==> config.mk <==
export PLATFORM = sky130hd
export DESIGN_NAME = if_prefetch
export DESIGN_NICKNAME = d
export VERILOG_FILES = /design/src/rtl/if_prefetch_pkg.sv /design/src/rtl/if_prefetch_fifo.sv /design/src/rtl/if_prefetch.sv
export SDC_FILE = /design/constraint.sdc
export NUM_CORES = 1
export LEC_CHECK = 0
export CAP_MARGIN = 20
export CORE_MARGIN = 1
export CORE_UTILIZATION = 46
export DETAILED_ROUTE_END_ITERATION = 10
export GPL_ROUTABILITY_DRIVEN = 0
export HOLD_SLACK_MARGIN = 0.03
export PLACE_DENSITY = 0.72
export SLEW_MARGIN = 20
export SYNTH_ARGS = -nofsm -noshare
export SYNTH_HDL_FRONTEND = slang
export SYNTH_SLANG_ARGS = --single-unit
==> constraint.sdc <==
create_clock -name clk -period 6.7 [get_ports clk]
set_input_delay 1.34 -clock clk [delete_from_list [all_inputs] [get_ports clk]]
set_output_delay 1.34 -clock clk [all_outputs]
set_load 0.005 [all_outputs]
==> src/rtl/if_prefetch_pkg.sv <==
// Shared constants for the instruction-fetch prefetch stage.
// These are default parameter values and common RISC-V encodings.
package if_prefetch_pkg;

   localparam int unsigned XLEN_DEF    = 32;
   localparam int unsigned ADDR_W_DEF  = 16;
   localparam int unsigned DEPTH_DEF   = 4;
   localparam logic [31:0] RST_VEC_DEF = 32'h0000_0000;
   localparam logic [31:0] INST_NOP    = 32'h0000_0013;

endpackage

==> src/rtl/if_prefetch_fifo.sv <==
// Synchronous FIFO that holds {pc, instruction} pairs in fetch order.
// clr has priority over push and pop. A push and a pop in the same cycle are legal when full.
module if_prefetch_fifo #(
   parameter int unsigned WIDTH = 64,
   parameter int unsigned DEPTH = 4
) (
   input  logic                       clk,
   input  logic                       rst,
   input  logic                       push_i,
   input  logic [WIDTH-1:0]           din_i,
   input  logic                       pop_i,
   input  logic                       clr_i,
   output logic [WIDTH-1:0]           dout_o,
   output logic                       full_o,
   output logic                       empty_o,
   output logic [$clog2(DEPTH+1)-1:0] count_o
);

   localparam int unsigned PTR_W = $clog2(DEPTH);
   localparam int unsigned CNT_W = $clog2(DEPTH+1);

   logic [WIDTH-1:0] mem_q [DEPTH];
   logic [PTR_W-1:0] rd_ptr_q, rd_ptr_d, wr_ptr_q, wr_ptr_d;
   logic [CNT_W-1:0] count_q, count_d;
   logic             do_push, do_pop;

   assign empty_o = (count_q == '0);
   assign full_o  = (count_q == CNT_W'(DEPTH));
   assign count_o = count_q;
   assign dout_o  = mem_q[rd_ptr_q];

   assign do_pop  = pop_i && !empty_o;
   assign do_push = push_i && (!full_o || do_pop);

   // NOTE: every signal driven here gets a default first, so no path can infer a latch.
   always_comb begin
      rd_ptr_d = rd_ptr_q;
      wr_ptr_d = wr_ptr_q;
      count_d  = count_q;
      if (clr_i) begin
         rd_ptr_d = '0;
         wr_ptr_d = '0;
         count_d  = '0;
      end else begin
         if (do_pop)  rd_ptr_d = rd_ptr_q + PTR_W'(1);
         if (do_push) wr_ptr_d = wr_ptr_q + PTR_W'(1);
         count_d = count_q + CNT_W'(do_push) - CNT_W'(do_pop);
      end
   end

   // NOTE: state registers use non-blocking assignments, so every block samples values from before the edge.
   always_ff @(posedge clk or posedge rst) begin
      if (rst) begin
         rd_ptr_q <= '0;
         wr_ptr_q <= '0;
         count_q  <= '0;
      end else begin
         rd_ptr_q <= rd_ptr_d;
         wr_ptr_q <= wr_ptr_d;
         count_q  <= count_d;
      end
   end

   // NOTE: the storage array is not reset. The count marks it invalid, and a reset would only add cost.
   always_ff @(posedge clk) begin
      if (do_push && !clr_i) mem_q[wr_ptr_q] <= din_i;
   end

endmodule

==> src/rtl/if_prefetch.sv <==
// Instruction-fetch stage. It issues SRAM word requests under a credit limit and queues the returned instructions with their PCs.
// A redirect flushes the queue and discards the responses still in flight.
module if_prefetch
   import if_prefetch_pkg::*;
#(
   parameter int unsigned     XLEN    = XLEN_DEF,
   parameter int unsigned     ADDR_W  = ADDR_W_DEF,
   parameter int unsigned     DEPTH   = DEPTH_DEF,
   parameter logic [XLEN-1:0] RST_VEC = XLEN'(RST_VEC_DEF)
) (
   input  logic              clk,
   input  logic              rst,
   input  logic              brh,
   input  logic [XLEN-1:0]   brh_addr,
   output logic              mem_req,
   output logic [ADDR_W-1:0] mem_addr,
   input  logic              mem_gnt,
   input  logic              mem_rvalid,
   input  logic [XLEN-1:0]   mem_rdata,
   output logic              inst_valid,
   input  logic              inst_ready,
   output logic [XLEN-1:0]   inst_data,
   output logic [XLEN-1:0]   inst_pc
);

   localparam int unsigned CNT_W = $clog2(DEPTH+1);

   logic [XLEN-1:0]   fetch_pc_q, fetch_pc_d, resp_pc_q, resp_pc_d, brh_tgt;
   logic [CNT_W-1:0]  outstanding_q, outstanding_d, drop_cnt_q, drop_cnt_d, fifo_count;
   logic [CNT_W:0]    in_flight;
   logic [2*XLEN-1:0] fifo_head;
   logic              issue, resp, dropping, push, pop, fifo_full, fifo_empty;

   assign brh_tgt   = brh_addr & ~XLEN'(3);
   assign in_flight = {1'b0, outstanding_q} + {1'b0, fifo_count};

   // Requests are throttled so that every response in flight has a guaranteed queue slot.
   assign mem_req  = !rst && !brh && (in_flight < (CNT_W+1)'(DEPTH));
   assign mem_addr = fetch_pc_q[ADDR_W+1:2];
   assign issue    = mem_req && mem_gnt;
   assign resp     = mem_rvalid && (outstanding_q != '0);
   assign dropping = resp && (drop_cnt_q != '0);
   assign push     = resp && !dropping && !brh;
   assign pop      = inst_valid && inst_ready && !brh;

   assign inst_valid = !fifo_empty;
   assign inst_data  = inst_valid ? fifo_head[XLEN-1:0]      : '0;
   assign inst_pc    = inst_valid ? fifo_head[2*XLEN-1:XLEN] : '0;

   always_comb begin
      fetch_pc_d    = fetch_pc_q;
      resp_pc_d     = resp_pc_q;
      drop_cnt_d    = drop_cnt_q;
      outstanding_d = outstanding_q + CNT_W'(issue) - CNT_W'(resp);
      if (brh) begin
         fetch_pc_d = brh_tgt;
         resp_pc_d  = brh_tgt;
         drop_cnt_d = outstanding_q - CNT_W'(resp);
      end else begin
         if (issue)    fetch_pc_d = fetch_pc_q + XLEN'(4);
         if (push)     resp_pc_d  = resp_pc_q + XLEN'(4);
         if (dropping) drop_cnt_d = drop_cnt_q - CNT_W'(1);
      end
   end

   always_ff @(posedge clk or posedge rst) begin
      if (rst) begin
         fetch_pc_q    <= RST_VEC;
         resp_pc_q     <= RST_VEC;
         outstanding_q <= '0;
         drop_cnt_q    <= '0;
      end else begin
         fetch_pc_q    <= fetch_pc_d;
         resp_pc_q     <= resp_pc_d;
         outstanding_q <= outstanding_d;
         drop_cnt_q    <= drop_cnt_d;
      end
   end

   if_prefetch_fifo #(
      .WIDTH (2*XLEN),
      .DEPTH (DEPTH)
   ) u_fifo (
      .clk     (clk),
      .rst     (rst),
      .push_i  (push),
      .din_i   ({resp_pc_q, mem_rdata}),
      .pop_i   (pop),
      .clr_i   (brh),
      .dout_o  (fifo_head),
      .full_o  (fifo_full),
      .empty_o (fifo_empty),
      .count_o (fifo_count)
   );

   a_rvalid_legal: assert property (@(posedge clk) disable iff (rst)
      mem_rvalid |-> (outstanding_q != '0));
   a_no_overflow: assert property (@(posedge clk) disable iff (rst)
      (fifo_full && push) |-> pop);

endmodule

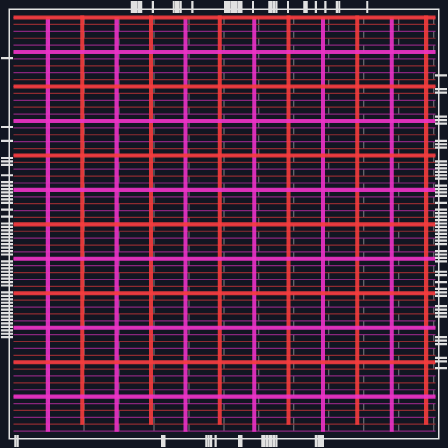
**Above:** supply network.
Pins as bars on the die edge. Tap cells in gray.
color	net
red	VDD
magenta	VSS
signal pins	152
met5 straps	12
rows	60
tap cells	372
Worst IR Drop VDD: 0.000178 V
Core ar.: 0.0272 sq mm
chip height: 169 microns
horizontal die size: 169 microns

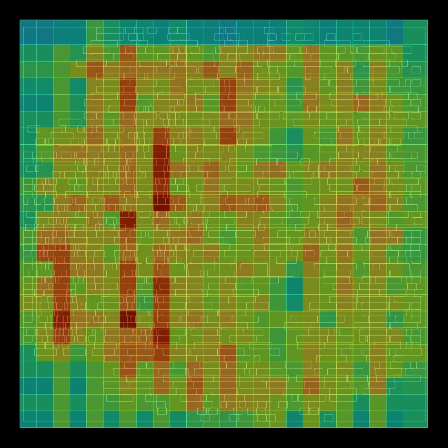
**Above:** routing congestion map.
Total GRT Usage: 17.7%
met1 capacity usage during global routing: 25.3%

==> deck_impl_summary.md <==
Key Metrics from the Run

CTS
  • Setup Buffers After CTS: 0
  • Cts repair resizes: 0
  • CTS clk-pin slew, worst paths: 0.06 ns
  • Clock Tree Root: clkbuf_16

Route
  • Via count: 6955
  • Antenna Nets Post-Route: 0
  • Routed wl met2: 11600 microns

Final layout
  • Layout cells sized above 1: 14.9%
  • Layout Cells excl Fill: 1302
  • Synthesis-to-layout area growth: 21.7%
  • Nets: 995

STA
  • Final hold viol count: 0
  • Final setup fails: 0
  • Unrepaired setup endpoints after global routing: no
  • Measured slew at the worst slew-check pin: 1.08 ns

Setup path
  • Worst setup SP type: flop
  • Reg2Reg Setup Slack: 3.65 ns
  • RR Endpoint: u_fifo.mem_q[2][52]$_DFFE_PP_

Synth
  • Post-synth regs: 307
  • # Cells Yosys: 756
  • Netlist Area Pre-Place: 0.0128 sq mm
  • Post-synth ARST share: 19.2%
  • Top_reg_cell synth: edfxtp_1
  • Yosys stat chip area: 0.0128 sq mm

Floorplanning
  • IO Pins: 152

Placed design
  • Number of buffers added on ports: 147
  • DP HPWL: 14300 microns

Power
  • Pwr top: registers
  • Pwr dens: 333 mW/mm^2
  • Psw: 0.00134 W

GRT
  • GR Overflow Total: 0
  • First-pass GRT wire length: 39000 microns
  • Initial antenna violation count: 0

Status
  • Run status: complete, no violations
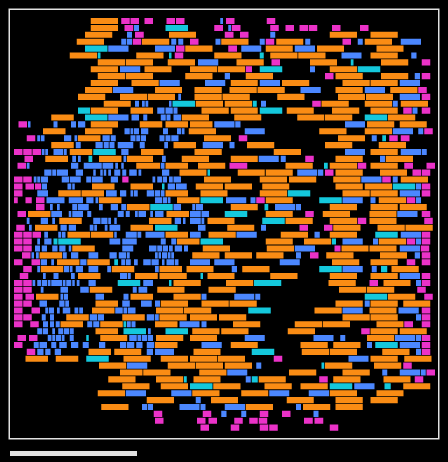
**Above:** placement by cell class.
Scale bar: 50 microns.
color	class	cells
magenta	remaining buffers and delay cells	153
cyan	clock drivers and dummy loads	56
orange	sequential cells	307
blue	combinational and other logic	414
Design Area, Final: 0.0156 sq mm
flop share of the area: 57.2%
Layout Utilization: 57.4%
num rows: 60

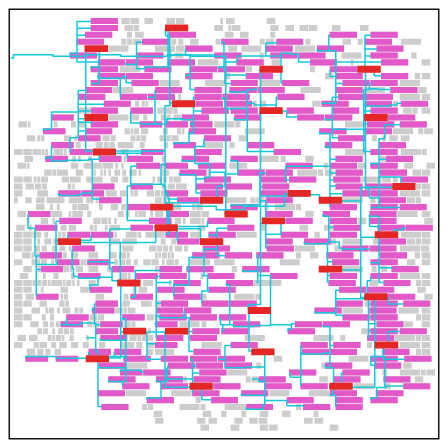
**Above:** routed clock nets over the placement.
[cyan] clock wires | length: 3350 microns
[magenta] flip-flops | count: 307
[red] clock drivers | count: 31
routed clock nets	32
clock group total power: 0.00158 W
Clock power frac: 30.4%
clk latency late pin: 0.54 ns
Clock Skew: 0.0107 ns

==> sequential cells by signal (all words and copies together), names as in the netlist <==
register,cells
u_fifo.mem_q,248
resp_pc_q,30
fetch_pc_q,16
drop_cnt_q,3
outstanding_q,3
u_fifo.count_o,3
u_fifo.rd_ptr_q,2
u_fifo.wr_ptr_q,2
==> cell usage after synthesis (all sizes together) (4+ instances only) <==
| library cell | instances | area share [%] |
|---|---|---|
| a21boi | 8 | 0.47 |
| nor2 | 14 | 0.41 |
| o211ai | 5 | 0.29 |
| mux2i | 4 | 0.31 |
| clkbuf | 22 | 0.64 |
| a31oi | 5 | 0.24 |
| and3 | 7 | 0.35 |
| nor4 | 7 | 0.61 |
| inv | 19 | 0.56 |
| mux4 | 62 | 11 |
| ha | 16 | 1.6 |
| edfxtp | 248 | 58 |
| and4 | 4 | 0.27 |
| o311ai | 6 | 0.41 |
| xnor2 | 12 | 0.82 |
| nor3 | 7 | 0.45 |
| nand4 | 20 | 1.1 |
| nand3 | 19 | 0.84 |
| o21ai | 30 | 1.2 |
| nand2b | 4 | 0.20 |
| buf | 14 | 0.56 |
| xor2 | 30 | 2.1 |
| and2 | 71 | 3.5 |
| nand2 | 43 | 1.3 |
| dfrtp | 59 | 12 |
==> cell type report <==
| type | instances | area [sq um] |
|---|---|---|
| well taps | 372 | 465 |
| multi-input cells | 395 | 3680 |
| repair buffers | 153 | 1520 |
| clock inverters | 14 | 101 |
| fillers | 2111 | 11600 |
| flip-flops and latches | 307 | 8930 |
| inverters | 19 | 71.3 |
| clock buffers | 42 | 827 |
==> worst max path at each step <==
stage                     slack [ns]                            from                             to  depth (start not counted)
after floorplan                 2.63                      mem_rvalid   u_fifo.mem_q[0][0]$_DFFE_PP_                          3
final                           2.23  u_fifo.rd_ptr_q[1]$_DFFE_PP0P_                    inst_pc[14]                          4
after global routing            2.06  u_fifo.rd_ptr_q[1]$_DFFE_PP0P_                    inst_pc[14]                          4
after CTS                       1.93  u_fifo.rd_ptr_q[0]$_DFFE_PP0P_                    inst_pc[31]                          4
after global placement          2.41                      mem_rvalid  u_fifo.mem_q[1][28]$_DFFE_PP_                          4
after detailed placement        2.35                      mem_rvalid   u_fifo.mem_q[1][3]$_DFFE_PP_                          4
==> logic make-up after synthesis <==
kind of cell | Yosys count | share of synthesized area [%]
AOI/OAI and AO/OA | 57 | 2.75
DFF | 307 | 69.6
other | 1 | 0.0293
muxes | 69 | 11.5
buffers and inverters | 55 | 1.76
and+or+nand+nor | 207 | 9.62
xor gates and xnor gates | 42 | 2.87
adders and majority gates | 18 | 1.87
==> per-layer routing <==
| metal | up-vias | global-route usage (%) |
|---|---|---|
| met5 | - | 0 |
| met4 | 0 | 5.14 |
| met3 | 44 | 2.31 |
| met2 | 204 | 28.6 |
| met1 | 3500 | 25.3 |
| li1 | 3207 | - |
==> critical path, cell delays in order, from the launching register on <==
cell and delay [ns]:
dfrtp_2 1.08, buf_4 0.48, mux4_2 0.35, and2_1 0.17, clkdlybuf4s50_1 0.48
No activity file was given, so power comes from the tool's default toggle rates.
